File: src/rtl/ping_pong_buffer_if.sv
// Producer/consumer handshake bundle for the ping-pong frame buffer.
// The slave modport is the buffer side; the master modport is the traffic side.
interface ping_pong_buffer_if #(
    parameter int unsigned WIDTH = 8
) ();
    logic             wr_valid;
    logic             wr_ready;
    logic [WIDTH-1:0] wr_data;
    logic             wr_last;
    logic             rd_valid;
    logic             rd_ready;
    logic [WIDTH-1:0] rd_data;
    logic             rd_last;
    logic [1:0]       bank_full;

    modport slave (
        input  wr_valid,
        input  wr_data,
        input  wr_last,
        input  rd_ready,
        output wr_ready,
        output rd_valid,
        output rd_data,
        output rd_last,
        output bank_full
    );

    modport master (
        output wr_valid,
        output wr_data,
        output wr_last,
        output rd_ready,
        input  wr_ready,
        input  rd_valid,
        input  rd_data,
        input  rd_last,
        input  bank_full
    );
endinterface

File: src/rtl/ping_pong_buffer.sv
// Two-bank frame buffer: the writer fills an EMPTY bank while the reader drains a FULL one.
// Ownership swaps on seal (writer) or on the final read (reader), each a single-edge update.
module ping_pong_buffer #(
    parameter int unsigned WIDTH = 8,
    parameter int unsigned DEPTH = 4
) (
    input  logic              clk,
    input  logic              rst_n,
    input  logic              flush,
    ping_pong_buffer_if.slave bus
);

    localparam int unsigned CW = $clog2(DEPTH + 1);
    localparam int unsigned AW = $clog2(2 * DEPTH);
    localparam logic [CW-1:0] LastIdx = CW'(DEPTH - 1);
    localparam logic [AW-1:0] BankOfs = AW'(DEPTH);

    typedef enum logic {StEmpty, StFull} bank_state_e;

    bank_state_e      state_q [2];
    logic [CW-1:0]    len_q   [2];
    logic             wbank_q;
    logic             rbank_q;
    logic [CW-1:0]    wcnt_q;
    logic [CW-1:0]    rcnt_q;
    logic [WIDTH-1:0] mem_q   [2*DEPTH];

    logic          wr_acc;
    logic          wr_seal;
    logic          rd_acc;
    logic          rd_end;
    logic [AW-1:0] waddr;
    logic [AW-1:0] raddr;

    // Writes only ever land in an EMPTY bank and reads only come from a FULL one,
    // so a concurrent seal and drain always touch different banks.
    assign bus.wr_ready  = (state_q[wbank_q] == StEmpty);
    assign bus.rd_valid  = (state_q[rbank_q] == StFull);
    assign bus.rd_last   = bus.rd_valid && (rcnt_q == len_q[rbank_q] - CW'(1));
    assign bus.bank_full = {state_q[1] == StFull, state_q[0] == StFull};

    assign wr_acc  = bus.wr_valid && bus.wr_ready;
    assign wr_seal = bus.wr_last || (wcnt_q == LastIdx);
    assign rd_acc  = bus.rd_valid && bus.rd_ready;
    assign rd_end  = rd_acc && bus.rd_last;

    assign waddr = wbank_q ? (BankOfs + AW'(wcnt_q)) : AW'(wcnt_q);
    assign raddr = rbank_q ? (BankOfs + AW'(rcnt_q)) : AW'(rcnt_q);

    assign bus.rd_data = bus.rd_valid ? mem_q[raddr] : '0;

    always_ff @(posedge clk or negedge rst_n) begin
        if (!rst_n) begin
            for (int i = 0; i < 2; i++) begin
                state_q[i] <= StEmpty;
                len_q[i]   <= '0;
            end
            wbank_q <= 1'b0;
            rbank_q <= 1'b0;
            wcnt_q  <= '0;
            rcnt_q  <= '0;
        end else if (flush) begin
            for (int i = 0; i < 2; i++) begin
                state_q[i] <= StEmpty;
                len_q[i]   <= '0;
            end
            wbank_q <= 1'b0;
            rbank_q <= 1'b0;
            wcnt_q  <= '0;
            rcnt_q  <= '0;
        end else begin
            if (wr_acc) begin
                if (wr_seal) begin
                    state_q[wbank_q] <= StFull;
                    len_q[wbank_q]   <= wcnt_q + CW'(1);
                    wbank_q          <= ~wbank_q;
                    wcnt_q           <= '0;
                end else begin
                    wcnt_q <= wcnt_q + CW'(1);
                end
            end
            if (rd_acc) begin
                if (rd_end) begin
                    state_q[rbank_q] <= StEmpty;
                    rbank_q          <= ~rbank_q;
                    rcnt_q           <= '0;
                end else begin
                    rcnt_q <= rcnt_q + CW'(1);
                end
            end
        end
    end

    // Storage carries no reset; validity is tracked entirely by the bank state.
    always_ff @(posedge clk) begin
        if (wr_acc && !flush) begin
            mem_q[waddr] <= bus.wr_data;
        end
    end

endmodule

File: src/flat_wrapper.sv
// flat-port wrapper written by rule: the top's interface ports become plain ports
module ping_pong_buffer_flat 
#(
    parameter int unsigned WIDTH = 8,
    parameter int unsigned DEPTH = 4
)
  (clk, rst_n, flush, bus_wr_valid, bus_wr_data, bus_wr_last, bus_rd_ready, bus_wr_ready, bus_rd_valid, bus_rd_data, bus_rd_last, bus_bank_full);
  ping_pong_buffer_if #(.WIDTH(WIDTH)) bus_i ();
  input  logic clk;
  input  logic rst_n;
  input  logic flush;
  input wire logic [$bits(bus_i.wr_valid)-1:0] bus_wr_valid;
  input wire logic [$bits(bus_i.wr_data)-1:0] bus_wr_data;
  input wire logic [$bits(bus_i.wr_last)-1:0] bus_wr_last;
  input wire logic [$bits(bus_i.rd_ready)-1:0] bus_rd_ready;
  output wire logic [$bits(bus_i.wr_ready)-1:0] bus_wr_ready;
  output wire logic [$bits(bus_i.rd_valid)-1:0] bus_rd_valid;
  output wire logic [$bits(bus_i.rd_data)-1:0] bus_rd_data;
  output wire logic [$bits(bus_i.rd_last)-1:0] bus_rd_last;
  output wire logic [$bits(bus_i.bank_full)-1:0] bus_bank_full;
  assign bus_i.wr_valid = bus_wr_valid;
  assign bus_i.wr_data = bus_wr_data;
  assign bus_i.wr_last = bus_wr_last;
  assign bus_i.rd_ready = bus_rd_ready;
  assign bus_wr_ready = bus_i.wr_ready;
  assign bus_rd_valid = bus_i.rd_valid;
  assign bus_rd_data = bus_i.rd_data;
  assign bus_rd_last = bus_i.rd_last;
  assign bus_bank_full = bus_i.bank_full;
  ping_pong_buffer #(.WIDTH(WIDTH), .DEPTH(DEPTH)) u_core (.clk(clk), .rst_n(rst_n), .flush(flush), .bus(bus_i));
endmodule
File: config.mk
export PLATFORM = sky130hd
export DESIGN_NAME = ping_pong_buffer_flat
export DESIGN_NICKNAME = d
export VERILOG_FILES = /design/src/rtl/ping_pong_buffer_if.sv /design/src/rtl/ping_pong_buffer.sv /design/src/flat_wrapper.sv
export SDC_FILE = /design/constraint.sdc
export NUM_CORES = 1
export LEC_CHECK = 0
export CAP_MARGIN = 20
export CORE_MARGIN = 1
export CORE_UTILIZATION = 45
export DETAILED_ROUTE_END_ITERATION = 12
export PLACE_DENSITY = 0.67
export SLEW_MARGIN = 30
export SYNTH_ARGS = -nofsm -noshare
export SYNTH_HDL_FRONTEND = slang
export SYNTH_SLANG_ARGS = --single-unit
File: constraint.sdc
create_clock -name clk -period 2.1 [get_ports clk]
set_input_delay 0.42 -clock clk [delete_from_list [all_inputs] [get_ports clk]]
set_output_delay 0.42 -clock clk [all_outputs]
set_load 0.02 [all_outputs]
final_placement.png
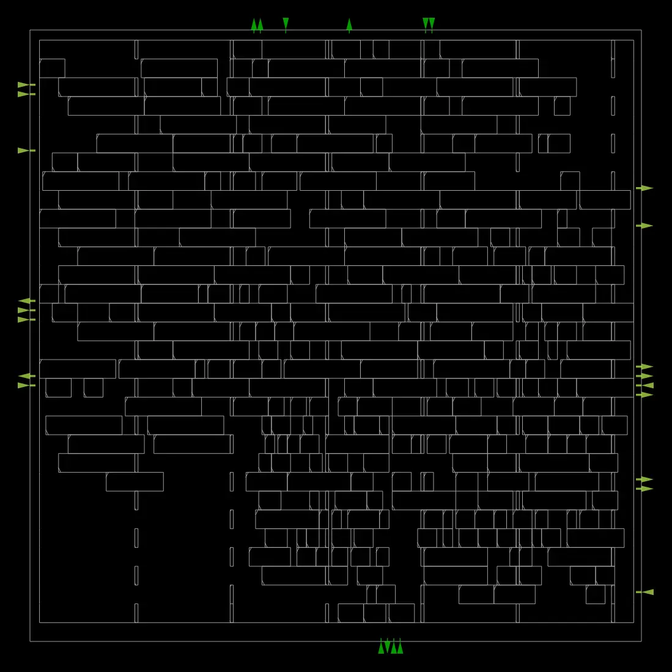
total number of sequential cells: 80
Filler Cell Count: 531

==> results.yml <==
# implementation run metrics
outcome:
  outcome: "finished, violations left"
  violated_checks: "negative setup slack"
logic_synthesis:
  yosys.stat.chipArea_um2: 3370
  syn_area_per_cell_um2: 16.1
  synth.yosys.warnings: 0
  netlist_logic_family_top: "multiplexers"
  syn-instance-count: 209
  number_of_synthesized_flops_with_an_enable_pin: 64
  ys.flop_type: "edfxtp_1"
  synth-adder-area-share: 0.0149
floorplanning:
  core_region_area_um2: 7250
  fp-row-count: 31
  die-area_um2: 7830
critical_path:
  critical_path.endpoint_type: "output port"
  path_cells: "mux2i_2, ha_2, xor2_2, nand2_2, nor3_4, buf_6"
clocking:
  cts_tree: "yes"
  clk_pin_slew_worst_paths_ps: 90
  cts_sinks: 80
  htree_num_levels: 3
  cts_inserted_buffers: 9
drt:
  drt-total-wl_um: 7210
  drt_pass1_iterations: 4
  detailroute.via_count: 2083
placed_design:
  weighted_congestion_at_the_end_of_routability_driven_global_placement: 0.802
  numPortBuffers: 26
timing:
  postLayoutSetupSlackWorst_ps: -237
  clock_skew_ps: 10.9
  grt_setup_unrepaired: "yes"
  drv_slew: 0
  max_fclk_mhz: 428
  setup_viol: 11
layout:
  fraction_of_final_layout_cells_with_drive_strength_greater_than_1: 0.459
  lay_top_cells: "64 x edfxtp_1, 46 x buf_4, 16 x mux4_2"
  flow.area_growth_from_synthesis_pct: 36.1
  mostFrequentLayoutCell: "edfxtp_1"
power_and_ir_drop:
  fin_total_pwr_mw: 3.29
  pwr_per_cell_area_nw_per_um2: 717
min_path:
  hp-class: "in2async"
grt:
  grt_pass1_vias: 2107
  number_of_antenna_violations_at_the_first_check_in_global_routing: 0
clock_map.png
Bar = 20 µm.
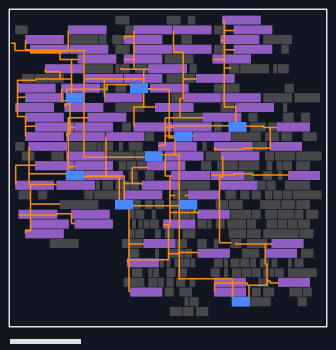
orange -> clock wires  # length 918 µm
blue -> cells driving clock nets  # count 9
purple -> flip-flops  # count 80
routed clock nets = 10

==> Yosys cell counts, types with 2 or more instances <==
library cell | count | area (µm²)
edfxtp_1 | 64 | 1920
xor2_1 | 6 | 52.6
nand2_1 | 24 | 90.1
nand3_1 | 2 | 10.0
o21ai_0 | 3 | 15.0
nand3b_1 | 2 | 15.0
xnor2_1 | 3 | 26.3
inv_1 | 5 | 18.8
nor3_1 | 6 | 30.0
nor2_1 | 11 | 41.3
a21oi_1 | 14 | 70.1
or3_1 | 2 | 12.5
ha_1 | 4 | 50.1
a211oi_1 | 5 | 37.5
dfrtp_1 | 16 | 400
mux2i_1 | 6 | 60.1
clkbuf_1 | 3 | 11.3
buf_2 | 3 | 15.0
mux4_2 | 16 | 360
or4_1 | 3 | 22.5
==> path summary, 6_finish.rpt <==
check                                                    end  cells after the start
setup / recovery                                 bus_rd_last                      6
hold / removal                    u_core.wbank_q$_DFFE_PN0P_                      2
setup reg to reg           u_core.bus.bank_full[0]$_DFF_PN0_                      7
hold reg to reg                  u_core.len_q[0]$_DFFE_PN0P_                      2
max in group asynchronous       u_core.rcnt_q[0]$_DFFE_PN0P_                      2
min in group clk                 u_core.len_q[0]$_DFFE_PN0P_                      2
==> stage by stage <==
step | instances | setup slack (ps)
after floorplan | 209 | 2.85
after global placement | 365 | -324
after detailed placement | 365 | -395
after CTS | 393 | -243
after global routing | 395 | -328
final | 395 | -237
==> layout make-up <==
cell class              count  share of cell area
flip-flops and latches     80               0.507
multi-input cells         116               0.257
repair buffers             79               0.159
clock buffers               9              0.0270
well taps                  99              0.0270
clock inverters             7              0.0188
inverters                   5             0.00409
==> cell families (layout without fill, tap and decap cells) <==
logic type	Yosys count	count (layout)
fa+ha+maj	4	4
compound gates	26	26
mux	23	23
buf+inv	13	100
simple gates	54	54
xor+xnor	9	9
flops	80	80
==> layer usage <==
layer	vias up	part of all wire	routed length (µm)	GRT usage
met2	40	0.51	3710	0.341
li1	972	-	-	-
met5	-	0	0	0
met4	0	0.011	78	0.0587
met1	1063	0.44	3180	0.260
met3	8	0.034	244	0.0578
==> sequential cells by signal (all words and copies together) (netlist names) <==
| signal | count |
|---|---|
| u_core.rcnt_q | 3 |
| u_core.mem_q | 64 |
| u_core.rbank_q | 1 |
| u_core.wcnt_q | 3 |
| u_core.wbank_q | 1 |
| u_core.bus.bank_full | 2 |
| u_core.len_q | 6 |
==> what timing repair did <==
item,4_1_cts,5_1_grt
setup endpoints to repair,13,13
gates resized,74,32
pin swaps,21,15
gates cloned,2,0
buffers inserted,15,4
==> report_power, final <==
part	internal [mW]	switching (mW)	total, mW	leakage [nW]
clock network	0.576	0.622	1.20	0.104
registers	1.74	0.0150	1.75	0.794
logic	0.169	0.168	0.337	0.746
total	2.48	0.805	3.29	1.65
==> critical path: cells and delay by family, from the launching register on <==
family                     cells  cell delay, ps
adders and majority gates      1             320
muxes                          1             250
and+or+nand+nor                2             270
buffers and inverters          1             140
xor gates and xnor gates       1             170
DFF                            1             410
No activity file was given, so power comes from the tool's default toggle rates.
